Figure 1. Signal wires by layer.
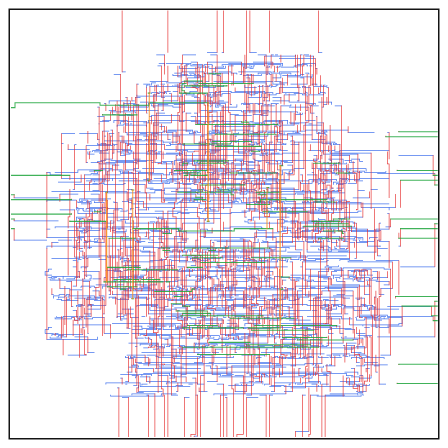
Figure 2. Clock wires, drivers and flops.
The bar under the picture is 20 um long.
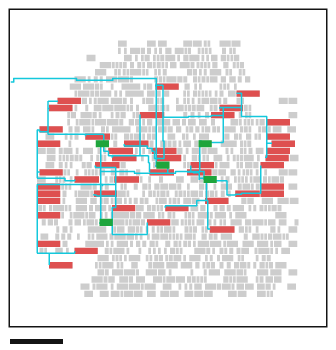
Figure 3. Cell placement.
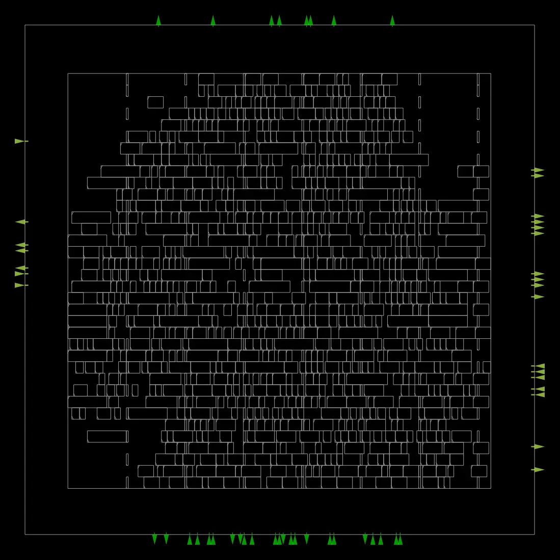
Figure 4. The metal 3 layer.
The bar under the picture is 20 um long.
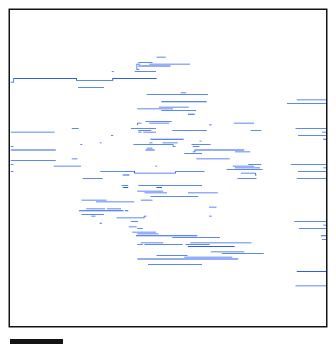
Figure 5. Zoomed window.
Region (40, 16) to (80, 56) um. Cells in gray, sequential cells in the stronger gray; small squares are vias.
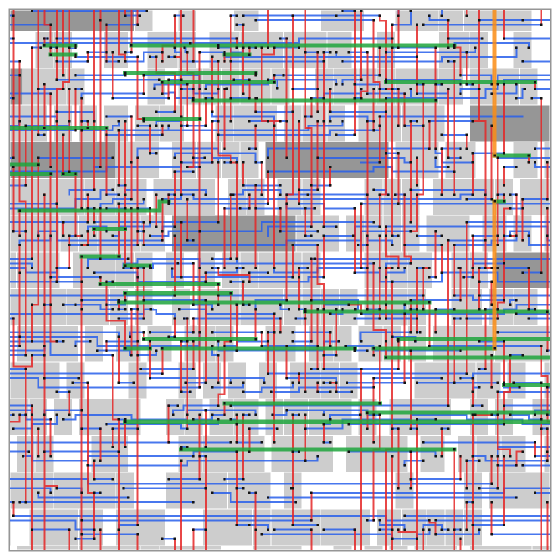
### src/rtl/pong_ball_engine.sv
// rtl/pong_ball_engine.sv - frame-ticked Pong ball physics, paddle collision, scoring and serve sequencing
module pong_ball_engine #(
    parameter int SCREEN_W      = 640,
    parameter int SCREEN_H      = 480,
    parameter int POS_W         = 10,
    parameter int BALL_SIZE     = 10,
    parameter int PADDLE_LENGTH = 50,
    parameter int PADDLE_WIDTH  = 5,
    parameter int PADDLE_ONE_X  = 20,
    parameter int PADDLE_TWO_X  = 600,
    parameter int SPEED_MAX     = 4,
    parameter int SERVE_DELAY   = 60,
    parameter int WIN_SCORE     = 9
) (
    input  logic             clk50M,
    input  logic             reset_n,
    input  logic             endofframe,
    input  logic             restart,
    input  logic [POS_W-1:0] paddle_one_y,
    input  logic [POS_W-1:0] paddle_two_y,
    output logic [POS_W-1:0] ball_x,
    output logic [POS_W-1:0] ball_y,
    output logic [3:0]       score_one,
    output logic [3:0]       score_two,
    output logic             collided,
    output logic             missed,
    output logic             game_over
);

    // Two guard bits so position + size + speed sums never wrap.
    localparam int EW  = POS_W + 2;
    localparam int SPW = (SPEED_MAX < 2) ? 1 : $clog2(SPEED_MAX + 1);
    localparam int CW  = (SERVE_DELAY < 2) ? 1 : $clog2(SERVE_DELAY);

    localparam logic [POS_W-1:0] CX        = POS_W'((SCREEN_W - BALL_SIZE) / 2);
    localparam logic [POS_W-1:0] CY        = POS_W'((SCREEN_H - BALL_SIZE) / 2);
    localparam logic [SPW-1:0]   SPEED_ONE = SPW'(1);
    localparam logic [SPW-1:0]   SPEED_TOP = SPW'(SPEED_MAX);
    localparam logic [CW-1:0]    CNT_LAST  = CW'(SERVE_DELAY - 1);
    localparam logic [3:0]       WIN       = 4'(WIN_SCORE);

    typedef enum logic [1:0] {
        SERVE,
        PLAY,
        OVER
    } state_t;

    state_t           state, state_nx;
    logic             endofframe_q;
    logic             tick;
    logic [CW-1:0]    cnt, cnt_nx;
    logic [POS_W-1:0] bx_nx, by_nx;
    logic             dir_x, dir_y, dx_nx, dy_nx;
    logic [SPW-1:0]   speed, speed_nx, speed_inc;
    logic [3:0]       s1_nx, s2_nx;
    logic             col_nx, mis_nx;

    logic [EW-1:0]    bx_e, by_e, spd_e, p1_e, p2_e;
    logic             ov_one, ov_two;
    logic             hit_one, miss_one, hit_two, miss_two;
    logic             top_hit, bot_hit;
    logic [POS_W-1:0] y_mv;
    logic             dy_mv;

    assign tick      = endofframe & ~endofframe_q;
    assign game_over = (state == OVER);

    assign bx_e  = EW'(ball_x);
    assign by_e  = EW'(ball_y);
    assign spd_e = EW'(speed);
    assign p1_e  = EW'(paddle_one_y);
    assign p2_e  = EW'(paddle_two_y);

    assign ov_one = (by_e + EW'(BALL_SIZE) > p1_e) && (by_e < p1_e + EW'(PADDLE_LENGTH));
    assign ov_two = (by_e + EW'(BALL_SIZE) > p2_e) && (by_e < p2_e + EW'(PADDLE_LENGTH));

    assign hit_one  = (bx_e <= EW'(PADDLE_ONE_X + PADDLE_WIDTH) + spd_e)
                   && (bx_e + EW'(BALL_SIZE) > EW'(PADDLE_ONE_X)) && ov_one;
    assign miss_one = (bx_e <= spd_e);
    assign hit_two  = (bx_e + EW'(BALL_SIZE) + spd_e >= EW'(PADDLE_TWO_X))
                   && (bx_e < EW'(PADDLE_TWO_X + PADDLE_WIDTH)) && ov_two;
    assign miss_two = (bx_e + EW'(BALL_SIZE) + spd_e >= EW'(SCREEN_W));

    assign top_hit = (by_e <= spd_e);
    assign bot_hit = (by_e + EW'(BALL_SIZE) + spd_e >= EW'(SCREEN_H));

    assign speed_inc = (speed == SPEED_TOP) ? speed : speed + SPEED_ONE;

    // Wall bounce clamps the ball flush against the wall instead of overshooting.
    always_comb begin
        y_mv  = ball_y;
        dy_mv = dir_y;
        if (!dir_y) begin
            if (top_hit) begin
                y_mv  = '0;
                dy_mv = 1'b1;
            end else begin
                y_mv = ball_y - POS_W'(speed);
            end
        end else begin
            if (bot_hit) begin
                y_mv  = POS_W'(SCREEN_H - BALL_SIZE);
                dy_mv = 1'b0;
            end else begin
                y_mv = ball_y + POS_W'(speed);
            end
        end
    end

    always_comb begin
        state_nx = state;
        cnt_nx   = cnt;
        bx_nx    = ball_x;
        by_nx    = ball_y;
        dx_nx    = dir_x;
        dy_nx    = dir_y;
        speed_nx = speed;
        s1_nx    = score_one;
        s2_nx    = score_two;
        col_nx   = 1'b0;
        mis_nx   = 1'b0;
        if (restart) begin
            state_nx = SERVE;
            cnt_nx   = '0;
            bx_nx    = CX;
            by_nx    = CY;
            dx_nx    = 1'b0;
            dy_nx    = 1'b1;
            speed_nx = SPEED_ONE;
            s1_nx    = '0;
            s2_nx    = '0;
        end else if (tick) begin
            case (state)
                SERVE: begin
                    bx_nx    = CX;
                    by_nx    = CY;
                    speed_nx = SPEED_ONE;
                    if (cnt == CNT_LAST) begin
                        state_nx = PLAY;
                        cnt_nx   = '0;
                    end else begin
                        cnt_nx = cnt + 1'b1;
                    end
                end
                PLAY: begin
                    by_nx = y_mv;
                    dy_nx = dy_mv;
                    if (!dir_x) begin
                        if (hit_one) begin
                            bx_nx    = POS_W'(PADDLE_ONE_X + PADDLE_WIDTH);
                            dx_nx    = 1'b1;
                            speed_nx = speed_inc;
                            col_nx   = 1'b1;
                        end else if (miss_one) begin
                            s2_nx  = score_two + 4'd1;
                            mis_nx = 1'b1;
                            dx_nx  = 1'b0;
                        end else begin
                            bx_nx = ball_x - POS_W'(speed);
                        end
                    end else begin
                        if (hit_two) begin
                            bx_nx    = POS_W'(PADDLE_TWO_X - BALL_SIZE);
                            dx_nx    = 1'b0;
                            speed_nx = speed_inc;
                            col_nx   = 1'b1;
                        end else if (miss_two) begin
                            s1_nx  = score_one + 4'd1;
                            mis_nx = 1'b1;
                            dx_nx  = 1'b1;
                        end else begin
                            bx_nx = ball_x + POS_W'(speed);
                        end
                    end
                    // A point recentres the ball; the vertical direction still follows the wall rule.
                    if (mis_nx) begin
                        bx_nx    = CX;
                        by_nx    = CY;
                        speed_nx = SPEED_ONE;
                        state_nx = (s1_nx == WIN || s2_nx == WIN) ? OVER : SERVE;
                    end
                end
                OVER: begin
                    bx_nx = CX;
                    by_nx = CY;
                end
                default: state_nx = SERVE;
            endcase
        end
    end

    always_ff @(posedge clk50M or negedge reset_n) begin
        if (!reset_n) begin
            state        <= SERVE;
            cnt          <= '0;
            ball_x       <= CX;
            ball_y       <= CY;
            dir_x        <= 1'b0;
            dir_y        <= 1'b1;
            speed        <= SPEED_ONE;
            score_one    <= '0;
            score_two    <= '0;
            collided     <= 1'b0;
            missed       <= 1'b0;
            endofframe_q <= 1'b0;
        end else begin
            state        <= state_nx;
            cnt          <= cnt_nx;
            ball_x       <= bx_nx;
            ball_y       <= by_nx;
            dir_x        <= dx_nx;
            dir_y        <= dy_nx;
            speed        <= speed_nx;
            score_one    <= s1_nx;
            score_two    <= s2_nx;
            collided     <= col_nx;
            missed       <= mis_nx;
            endofframe_q <= endofframe;
        end
    end

endmodule

### config.mk
export PLATFORM = sky130hd
export DESIGN_NAME = pong_ball_engine
export DESIGN_NICKNAME = d
export VERILOG_FILES = /design/src/rtl/pong_ball_engine.sv
export SDC_FILE = /design/constraint.sdc
export NUM_CORES = 1
export LEC_CHECK = 0
export ABC_AREA = 1
export CAP_MARGIN = 20
export CORE_MARGIN = 10
export CORE_UTILIZATION = 56
export DETAILED_ROUTE_END_ITERATION = 8
export PLACE_DENSITY = 0.84
export SETUP_SLACK_MARGIN = 0.3
export SYNTH_ARGS = -nofsm -noshare
export SYNTH_HDL_FRONTEND = slang
export SYNTH_SLANG_ARGS = --single-unit
### constraint.sdc
create_clock -name clk50M -period 5.7 [get_ports clk50M]
set_input_delay 1.14 -clock clk50M [delete_from_list [all_inputs] [get_ports clk50M]]
set_output_delay 1.14 -clock clk50M [all_outputs]
set_load 0.02 [all_outputs]
==> flow_summary.ini <==
; implementation run metrics
[final_timing]
max-slew-margin-rel_pct = 32.44
worstMarginPinSlew_ns = 1.013
fmax_mhz = 252.2
slew_violations = 0
hold_ws_ns = 0.5273
setup_violations = 0
period_needed_ns = 3.964

[route]
postRouteAntennaNets = 0
first_pass_iters = 5
drc = 0

[clocking]
clock-sinks = 44
path_clk_slew_ns = 0.09
cts_resized = 0
cts-buffers-inserted = 5
clock_tree.root_cell = clkbuf_8
cts.htree.levels = 2
cts_tree = done

[worst_setup_path]
cp.required_ns = 5.94
r2r_end = ball_y[3]
cpMostUsedCell = nor2_1
worstRegToRegCells = 20
slowest_delay_ns = 0.55
slowest_stage = clkdlybuf4s50_1
path_class = input pin to flop
critPathCaptureType = flop
cp_max_fo = 13

[logic_synthesis]
edf_count = 0
ys_async_sr_fraction_pct = 100.0
top_logic_kind = simple AND/OR/NAND/NOR gates
fp_nets = 916
top_cells_by_area = ha_1, dfrtp_1, nand2_1
ys_sh_adder_pct = 17.70
aoi_share_pct = 14.52
mappedNetlistArea_mm2 = 0.005628
yosysChipArea_mm2 = 0.005628
syn_inst = 816
ys_seq_share_pct = 19.88
ys_seq_elements = 44
synth_top_cell_by_area = ha_1

[global_route]
grt-ovfl-total = 0
grt_max_degree = 45
first_global_vias = 5051
grt_antenna_before_repair = 0

[run_status]
status = completed

[power]
peakVddDrop_v = 0.0001529
p_per_area_mw_per_mm2 = 133.6
power_mw = 0.8447

[placed_design]
gp_congestion = 0.9914
io_buffers = 54

[floorplan]
die_h_um = 120.3
io_pins = 55
die_w_um = 120.3
die_area_mm2 = 0.01446

[min_path]
worstHoldPathCells = 1
hold_start = cnt[0]

[final_layout]
seq_area_mm2 = 0.001119
logic_area_mm2 = 0.003945
final_cell_mix = nand2_1, inv_1, nor2_1, ha_1, clkdlybuf4s50_1
antennaDiodeCount = 0
syn_to_final_growth_pct = 12.34
final_common_cell = nand2_1
## Picture notes: Figure 1
Key: orange = metal 4 [wire length 167 um]; blue = metal 1 [wire length 7080 um]; red = metal 2 [wire length 6570 um]; green = metal 3 [wire length 1060 um]
routed len/inst: 14.94 um
Post-Route WL: 14880 um
via count: 5509

## Picture notes: Figure 2
Key: green = clock drivers [count 5]; red = flip-flops [count 44]; cyan = clock wires [length 682 um]
There are 6 routed clock nets.
Max Clock Skew: 0.01533 ns
clock share of power: 24.0%
Late-Pin Clk Latency: 0.31 ns
P_clk: 0.202 mW

## Picture notes: Figure 3
Layout Cells excl Fill: 996
Floorplan Core Area: 0.009774 mm^2
final core occ: 64.68%
Flops: 44
# rows: 36

## Picture notes: Figure 4
The layer holds 7.1% of the routed length. 99 nets have wire on it.
met3 Usage GRT: 3.304%

## Picture notes: Figure 5
Key: orange = metal 4; red = metal 2; green = metal 3; blue = metal 1
195 logic cells have their middle in the window. Sequential cells in the window: 5. Netlist names of flops here include ball_y (5). Most frequent: nand2_1 (35), inv_1 (34), nor2_1 (21).

## cells by family (layout without fill, tap and decap cells)
kind of cell	after synthesis	in the layout
AND-OR/OR-AND	135	135
adder cells (fa/ha/maj)	76	76
AND/OR/NAND/NOR	372	372
flip-flops	44	44
XOR/XNOR	49	49
buffers and inverters	140	187
## state kept, by name (all words and copies together) (netlist names)
signal,count
ball_x,10
ball_y,10
cnt,6
collided,1
dir_x,1
dir_y,1
endofframe_q,1
missed,1
score_one,4
score_two,4
speed,3
state,2
## final cells by class
class                      instances  area share, %
clock inverter                     1        0.07916
inverter                         125          7.520
tap                              133          2.632
clock buffer                       7          1.207
multi-input combinational        632          62.40
sequential                        44          17.69
timing repair buffer              54          8.470
## worst max-delay path, delay by kind of cell
kind	cells	cell delay, ns
AND/OR/NAND/NOR	10	1.21
AND-OR/OR-AND	5	0.60
buffers and inverters	3	0.73
adder cells (fa/ha/maj)	2	0.51
## synthesized netlist by cell type, types with 3 or more instances
library cell,instances
o22ai_2,3
a22oi_1,3
nor2_1,72
xnor2_1,3
inv_1,113
nand2_1,183
buf_2,3
o21bai_1,3
clkbuf_1,4
nand3_1,45
o21ai_0,45
nor2_2,5
a21oi_1,34
a211oi_1,3
nor3_1,10
a22o_1,5
nand2_4,7
inv_2,8
o31ai_1,3
nor2_4,3
dfstp_2,14
o21ai_1,6
nor4_1,4
dfrtp_1,30
ha_1,70
nand4_1,20
fa_1,6
a32oi_1,3
buf_4,3
o22ai_1,16
xor2_1,46
nand2_2,13
## worst max path at each step
stage | start | slack [ns] | depth (start not counted) | endpoint
2_1_floorplan | paddle_two_y[1] | 2.44 | 20 | speed[0]
3_5_place_dp | paddle_two_y[1] | 1.50 | 20 | ball_y[5]
6_report | paddle_two_y[1] | 1.74 | 20 | ball_y[3]
5_1_grt | paddle_two_y[1] | 1.50 | 20 | ball_y[1]
3_3_place_gp | paddle_two_y[1] | 1.58 | 20 | ball_y[0]
4_1_cts | paddle_two_y[1] | 1.82 | 20 | ball_y[1]
## report_power, final
part | internal (mW) | leakage [nW] | switching [mW]
Clock | 0.0864 | 0.0422 | 0.116
Combinational | 0.113 | 2.46 | 0.180
Sequential | 0.328 | 0.562 | 0.0217
## routing by layer
metal  vias to the layer above  GRT usage, %  share of wire, %
met3                        15         3.304               7.1
li1                       2779             -                 -
met1                      2505         28.62                48
met5                         -             0                 0
met4                         0         4.676               1.1
met2                       210         30.57                44
## per-stage QoR
step	instance area [um^2]	cells	setup WS, ns	util (%)
floorplan	5628	816	2.438	-
global placement	6241	988	1.583	63.85
detailed placement	6241	988	1.503	63.85
CTS	6322	996	1.815	64.68
global route	6322	996	1.503	64.68
finish	6322	996	1.736	64.68
Power figures rest on the tool's default switching activity, not on a simulated workload.
